### src/rtl/nic_pkg.sv
// Shared constants for the PE network interface: register map, flit width, VC bit.
// No logic; constants only.
// Not applicable (no handshake).
package nic_pkg;

    localparam int FLIT_W = 64;
    localparam int VC_BIT = 63;

    localparam logic [1:0] ADDR_IN_BUF   = 2'b00;
    localparam logic [1:0] ADDR_IN_STAT  = 2'b01;
    localparam logic [1:0] ADDR_OUT_BUF  = 2'b10;
    localparam logic [1:0] ADDR_OUT_STAT = 2'b11;

endpackage

### src/rtl/nic_channel_buf.sv
// One-entry flit buffer with full flag, load and clear strobes.
// Load and clear take effect on the next rising edge.
// No internal backpressure: the owner only loads when empty; load wins over clear.
module nic_channel_buf #(
    parameter int W = 64
) (
    input  logic         clk,
    input  logic         reset,
    input  logic         ld,
    input  logic         clr,
    input  logic [W-1:0] d,
    output logic [W-1:0] q,
    output logic         full
);

    logic [W-1:0] data_q, data_d;
    logic         full_q, full_d;

    // Next-state: capture on load, otherwise drop the full flag on clear.
    // Clearing leaves the data in place so a later read returns the stale flit.
    always_comb begin
        data_d = data_q;
        full_d = full_q;
        if (ld) begin
            data_d = d;
            full_d = 1'b1;
        end else if (clr) begin
            full_d = 1'b0;
        end
    end

    // State register; reset empties the buffer and zeroes the data.
    always_ff @(posedge clk or negedge reset) begin
        if (!reset) begin
            data_q <= '0;
            full_q <= 1'b0;
        end else begin
            data_q <= data_d;
            full_q <= full_d;
        end
    end

    assign q    = data_q;
    assign full = full_q;

endmodule

### src/rtl/pe_nic.sv
// PE-to-router network interface: 4-register PE map plus one-flit in/out channel buffers.
// PE reads return one cycle later; a flit is offered to the router the cycle after it is written.
// Writes to a full output buffer are dropped; net_ri deasserts while the input buffer is full.
module pe_nic
    import nic_pkg::*;
#(
    parameter int DATA_WIDTH = FLIT_W,
    parameter int ADDR_WIDTH = 2
) (
    input  logic                  clk,
    input  logic                  reset,
    input  logic [ADDR_WIDTH-1:0] addr,
    input  logic [DATA_WIDTH-1:0] d_in,
    output logic [DATA_WIDTH-1:0] d_out,
    input  logic                  nicEn,
    input  logic                  nicWrEn,
    output logic                  net_so,
    input  logic                  net_ro,
    output logic [DATA_WIDTH-1:0] net_do,
    input  logic                  net_si,
    output logic                  net_ri,
    input  logic [DATA_WIDTH-1:0] net_di,
    input  logic                  net_polarity
);

    logic [DATA_WIDTH-1:0] in_buf, out_buf;
    logic                  in_full, out_full;
    logic                  pe_rd, pe_wr;
    logic                  out_ld, in_ld, in_clr;
    logic [DATA_WIDTH-1:0] d_out_q, d_out_d;

    assign pe_rd = nicEn & ~nicWrEn;
    assign pe_wr = nicEn & nicWrEn;

    // The VC bit is the flit MSB; only inject into the VC the router is not forwarding.
    assign net_so = out_full & net_ro & (out_buf[DATA_WIDTH-1] != net_polarity);
    assign net_do = out_buf;
    assign net_ri = ~in_full;

    // Load and clear of each buffer are mutually exclusive by construction:
    // loads require the pre-edge empty state, clears require the pre-edge full state.
    assign out_ld = pe_wr & (addr == ADDR_OUT_BUF) & ~out_full;
    assign in_ld  = net_si & ~in_full;
    assign in_clr = pe_rd & (addr == ADDR_IN_BUF) & in_full;

    nic_channel_buf #(.W(DATA_WIDTH)) u_out_buf (
        .clk   (clk),
        .reset (reset),
        .ld    (out_ld),
        .clr   (net_so),
        .d     (d_in),
        .q     (out_buf),
        .full  (out_full)
    );

    nic_channel_buf #(.W(DATA_WIDTH)) u_in_buf (
        .clk   (clk),
        .reset (reset),
        .ld    (in_ld),
        .clr   (in_clr),
        .d     (net_di),
        .q     (in_buf),
        .full  (in_full)
    );

    // Read mux: d_out holds unless a read is issued; the write-only buffer reads as zero.
    always_comb begin
        d_out_d = d_out_q;
        if (pe_rd) begin
            case (addr)
                ADDR_IN_BUF:   d_out_d = in_buf;
                ADDR_IN_STAT:  d_out_d = {{(DATA_WIDTH-1){1'b0}}, in_full};
                ADDR_OUT_BUF:  d_out_d = '0;
                ADDR_OUT_STAT: d_out_d = {{(DATA_WIDTH-1){1'b0}}, out_full};
                default:       d_out_d = '0;
            endcase
        end
    end

    // Registered read data.
    always_ff @(posedge clk or negedge reset) begin
        if (!reset) begin
            d_out_q <= '0;
        end else begin
            d_out_q <= d_out_d;
        end
    end

    assign d_out = d_out_q;

endmodule

### config.mk
export PLATFORM = sky130hd
export DESIGN_NAME = pe_nic
export DESIGN_NICKNAME = d
export VERILOG_FILES = /design/src/rtl/nic_pkg.sv /design/src/rtl/nic_channel_buf.sv /design/src/rtl/pe_nic.sv
export SDC_FILE = /design/constraint.sdc
export NUM_CORES = 1
export LEC_CHECK = 0
export CAP_MARGIN = 10
export CORE_MARGIN = 1.5
export CORE_UTILIZATION = 30
export CTS_BUF_LIST = sky130_fd_sc_hd__clkbuf_16
export DETAILED_ROUTE_END_ITERATION = 12
export GPL_TIMING_DRIVEN = 0
export PLACE_DENSITY = 0.6
export SETUP_SLACK_MARGIN = 0.4
export SLEW_MARGIN = 10
export SYNTH_ARGS = -nofsm -noshare
export SYNTH_HDL_FRONTEND = slang
export SYNTH_SLANG_ARGS = --single-unit
export TNS_END_PERCENT = 5
### constraint.sdc
create_clock -name clk -period 3.71 [get_ports clk]
set_clock_uncertainty 0.15 [all_clocks]
set_input_delay 0.5565 -clock clk [delete_from_list [all_inputs] [get_ports clk]]
set_output_delay 0.5565 -clock clk [all_outputs]
set_load 0.01 [all_outputs]
layer_met4.png
The bar under the picture is 50 um long.
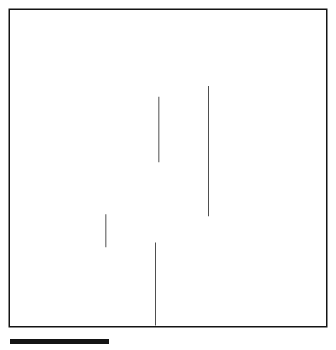
The wires run mostly vertical. The longest straight run is 65.3 um. The layer holds 0.81% of the routed length. 3 nets have wire on it.
final wirelength: 19300 um
vias: 4748

placement.png
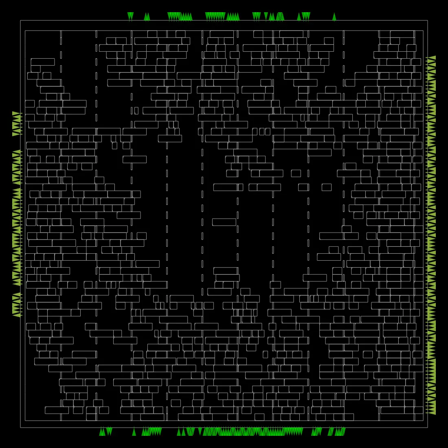
Layout Cells excl Fill: 1046
Flop Count: 194

placement_by_type.png
The bar under the picture is 50 um long. Fill, decap, tap and diode cells in grey.
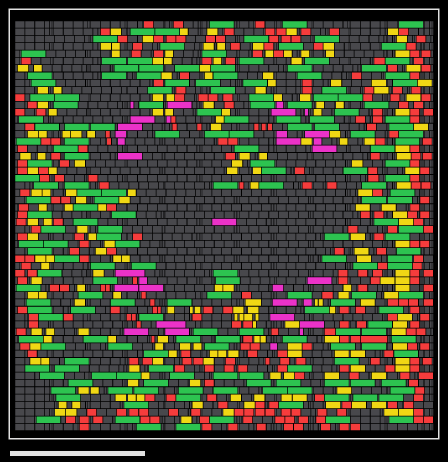
combinational and other logic: drawn in yellow, cells 207, share of their area 22%. remaining buffers and delay cells: drawn in red, cells 294, share of their area 27%. sequential cells: drawn in green, cells 194, share of their area 46%. clock drivers and dummy loads: drawn in magenta, cells 32, share of their area 5.5%.

logic_types.png
The bar under the picture is 50 um long.
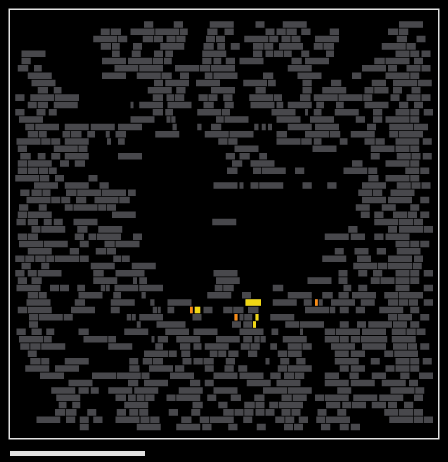
nor cells: drawn in yellow, cells 4. inv cells: drawn in orange, cells 3.
dominant logic cell type in the layout: clkdlybuf4s50_1
logic share of the area: 20.69%

## per-stage QoR
step / total power, uW / cells
after floorplan: 4642 / 428
after global placement: 5995 / 1013
after detailed placement: 6109 / 1014
after CTS: 7995 / 1046
after global routing: 8305 / 1046
final: 7881 / 1046
## placed cells by master, fill, tap and decap left out, types with 2 or more instances in the layout
master and count:
inv_8 3, inv_1 6, clkdlybuf4s50_1 265, mux2_2 80
clkbuf_16 17, buf_6 5, buf_2 19, mux2_4 49
inv_6 2, clkinvlp_4 3, a22o_1 63, bufinv_16 2
nor2_1 2, dfrtp_1 194, clkbuf_1 2
## cells in the mapped netlist
master / number
dfrtp_1: 194
mux2_2: 80
a22o_1: 63
mux2_4: 49
buf_2: 19
buf_6: 5
inv_1: 3
clkbuf_1: 2
nor2_1: 2
a21oi_1: 1
a221oi_1: 1
and3_1: 1
buf_4: 1
nand2b_1: 1
nand4_1: 1
nor2b_1: 1
nor3_4: 1
o21ai_0: 1
o21bai_1: 1
xor2_1: 1
## kinds of logic (layout without fill, tap and decap cells)
group / count (synthesis) / after routing
AND/OR/NAND/NOR: 7 / 7
flip-flops: 194 / 194
buffers and inverters: 30 / 329
XOR/XNOR: 1 / 1
multiplexers: 129 / 129
AND-OR/OR-AND: 67 / 67
## worst reg2reg max path, stage by stage, from the launching register on
cell and delay [ns]:
dfrtp_1 0.40, nor2b_1 0.18, buf_2 0.31, buf_2 0.36, mux2_2 0.39
## power by group through the flow
stage	clock, uW	combinational (uW)	sequential, uW
global route	2000	2800	3510
CTS	1910	2680	3410
floorplan	0	1080	3560
detailed placement	0	2660	3450
finish	1840	2630	3400
global placement	0	2610	3390
## flip-flops by register name, summed over array words and instances, names as in the netlist
name	cells
u_in_buf.q	64
d_out	64
u_out_buf.q	64
u_in_buf.full	1
u_out_buf.full	1
## area by class of cell
type / instances / area (um^2) / share of cell area [%]
multi-input cells: 204 / 2272 / 20.69
well taps: 319 / 399.1 / 3.634
inverters: 3 / 11.26 / 0.1025
clock buffers: 17 / 425.4 / 3.873
flip-flops and latches: 194 / 4855 / 44.20
clock inverters: 15 / 158.9 / 1.447
repair buffers: 267 / 2695 / 24.54
plain buffers: 27 / 166.4 / 1.515
## final timing paths
path,startpoint,cells after the start,to,slack [ns]
hold / removal,reset,1,u_out_buf.q[62],0.0005
setup / recovery,net_polarity,4,net_so,1.04
max in group asynchronous,reset,2,d_out[14],2.48
setup reg to reg,u_in_buf.full,4,u_in_buf.q[36],1.81
min in group clk,u_in_buf.q[16],1,d_out[16],0.34
hold reg to reg,u_in_buf.q[16],1,d_out[16],0.34
## per-layer routing
layer  track usage [%]  share of wire (%)
met4             2.959               0.80
met3             5.679                7.4
met5                 0                  0
met1             19.03                 42
met2             26.56                 50
==> impl_metrics.yaml <==
# flow metrics
die:
  initCoreUtil_pct: 30.84
  die_area_um2: 25290
  ios: 267
  die_h_um: 159.0
  core_area_um2: 23680
  fp-row-count: 56
worst_setup_path:
  slowest_delay_ns: 0.59
  critPathLaunchType: "input pin"
  cp_data_required_time_ns: 3.00
  worst_path_max_delay_cell: "clkdlybuf4s50_1"
  path_max_fanout: 2
  crit_path_frequent_cell: "clkdlybuf4s50_1"
  crit_buf_inv: 2
  worstSetupPathType: "input pin to output pin"
  cp_cell_sequence: "clkdlybuf4s50_1 > xor2_1 > and3_1 > clkdlybuf4s50_1"
  worst_ep_arrival_time_ns: 1.96
  endpoint_kind: "output pin"
final_timing:
  period_used_pct: 71.90
  worst_pin_slew_ns: 0.8544
  holdWs_ns: 0.0005087
  fmax_ghz: 0.3749
  finalSetupViolations: 0
  slew_headroom_pct: 43.04
  postLayoutSetupSlackWorst_ns: 1.043
  maxSlewViolCount: 0
  period_needed_ns: 2.667
clocking:
  cts-root-buf: "clkbuf_16"
  cts_htree_levels: 4
  clk_path_buf_depth: 2
  clk_latency_ns: 0.42
  ctsResizeCount: 0
  cts_tree: "built"
  cts_made_buffers: 17
  post_cts_buffers: 0
  cts_hold_buf: 0
detailed_routing:
  routedWlPerCell_um: 18.45
  final_antenna_net_count: 0
  dr.first_iter.drc_count: 194
  drt-pass1-iter-count: 4
  viasPerCell: 4.539
  drc: 0
synth:
  xor_share_pct: 0.1199
  synthAoiAreaFrac_pct: 7.914
  ys_seq_share_pct: 66.46
  ys_sh_simple_pct: 0.6680
  fp_nets: 565
  netlist_area_um2: 7305
  top_logic_kind: "multiplexers"
  numSynthFlops: 194
  synth.distinct_cells: 20
  syn_avg_cell_area_um2: 17.07
  largest_area_cell: "dfrtp_1"
  top_cell_area_share_pct: 66.46
  fa_ha_area_share_pct: 0
  synth_cells: 428
  yosys_warnings: 0
  ys_cells: 428
  synth.area.top_cells: "dfrtp_1, mux2_2, mux2_4"
  mux_share_pct: 22.40
status:
  status: "finished, final reports clean"
placed_design:
  place_ws_ns: 1.046
  portBuffers: 266
  post-dp-hpwl_um: 13930
  gp_congestion: 0.8796
  placed_cell_area_um2: 10400
power:
  power_frac_comb_pct: 33.4
  power.internal_uw: 5700
  p_sw_uw: 2182
  power_switching_share_pct: 27.68
  power_density_nw_per_um2: 717.6
  leakagePower_uw: 0.004888
finish:
  nets: 851
  syn2layout_area_growth_pct: 50.36
  fin_util_pct: 46.38
  n_antenna_cell: 0
  fin_area_um2: 10980
  layout-drive-gt1-share_pct: 25.58
global_routing:
  grt_pass1_vias: 5329
  grt_pass1_wl_um: 30960
  grtUsageTotal_pct: 15.59
min_path:
  min_path_type: "input pin to asynchronous set/reset pin"
run:
  tool_warnings: 28
  timing.max_cap.violations: 0
Power and IR drop assume default switching activity.
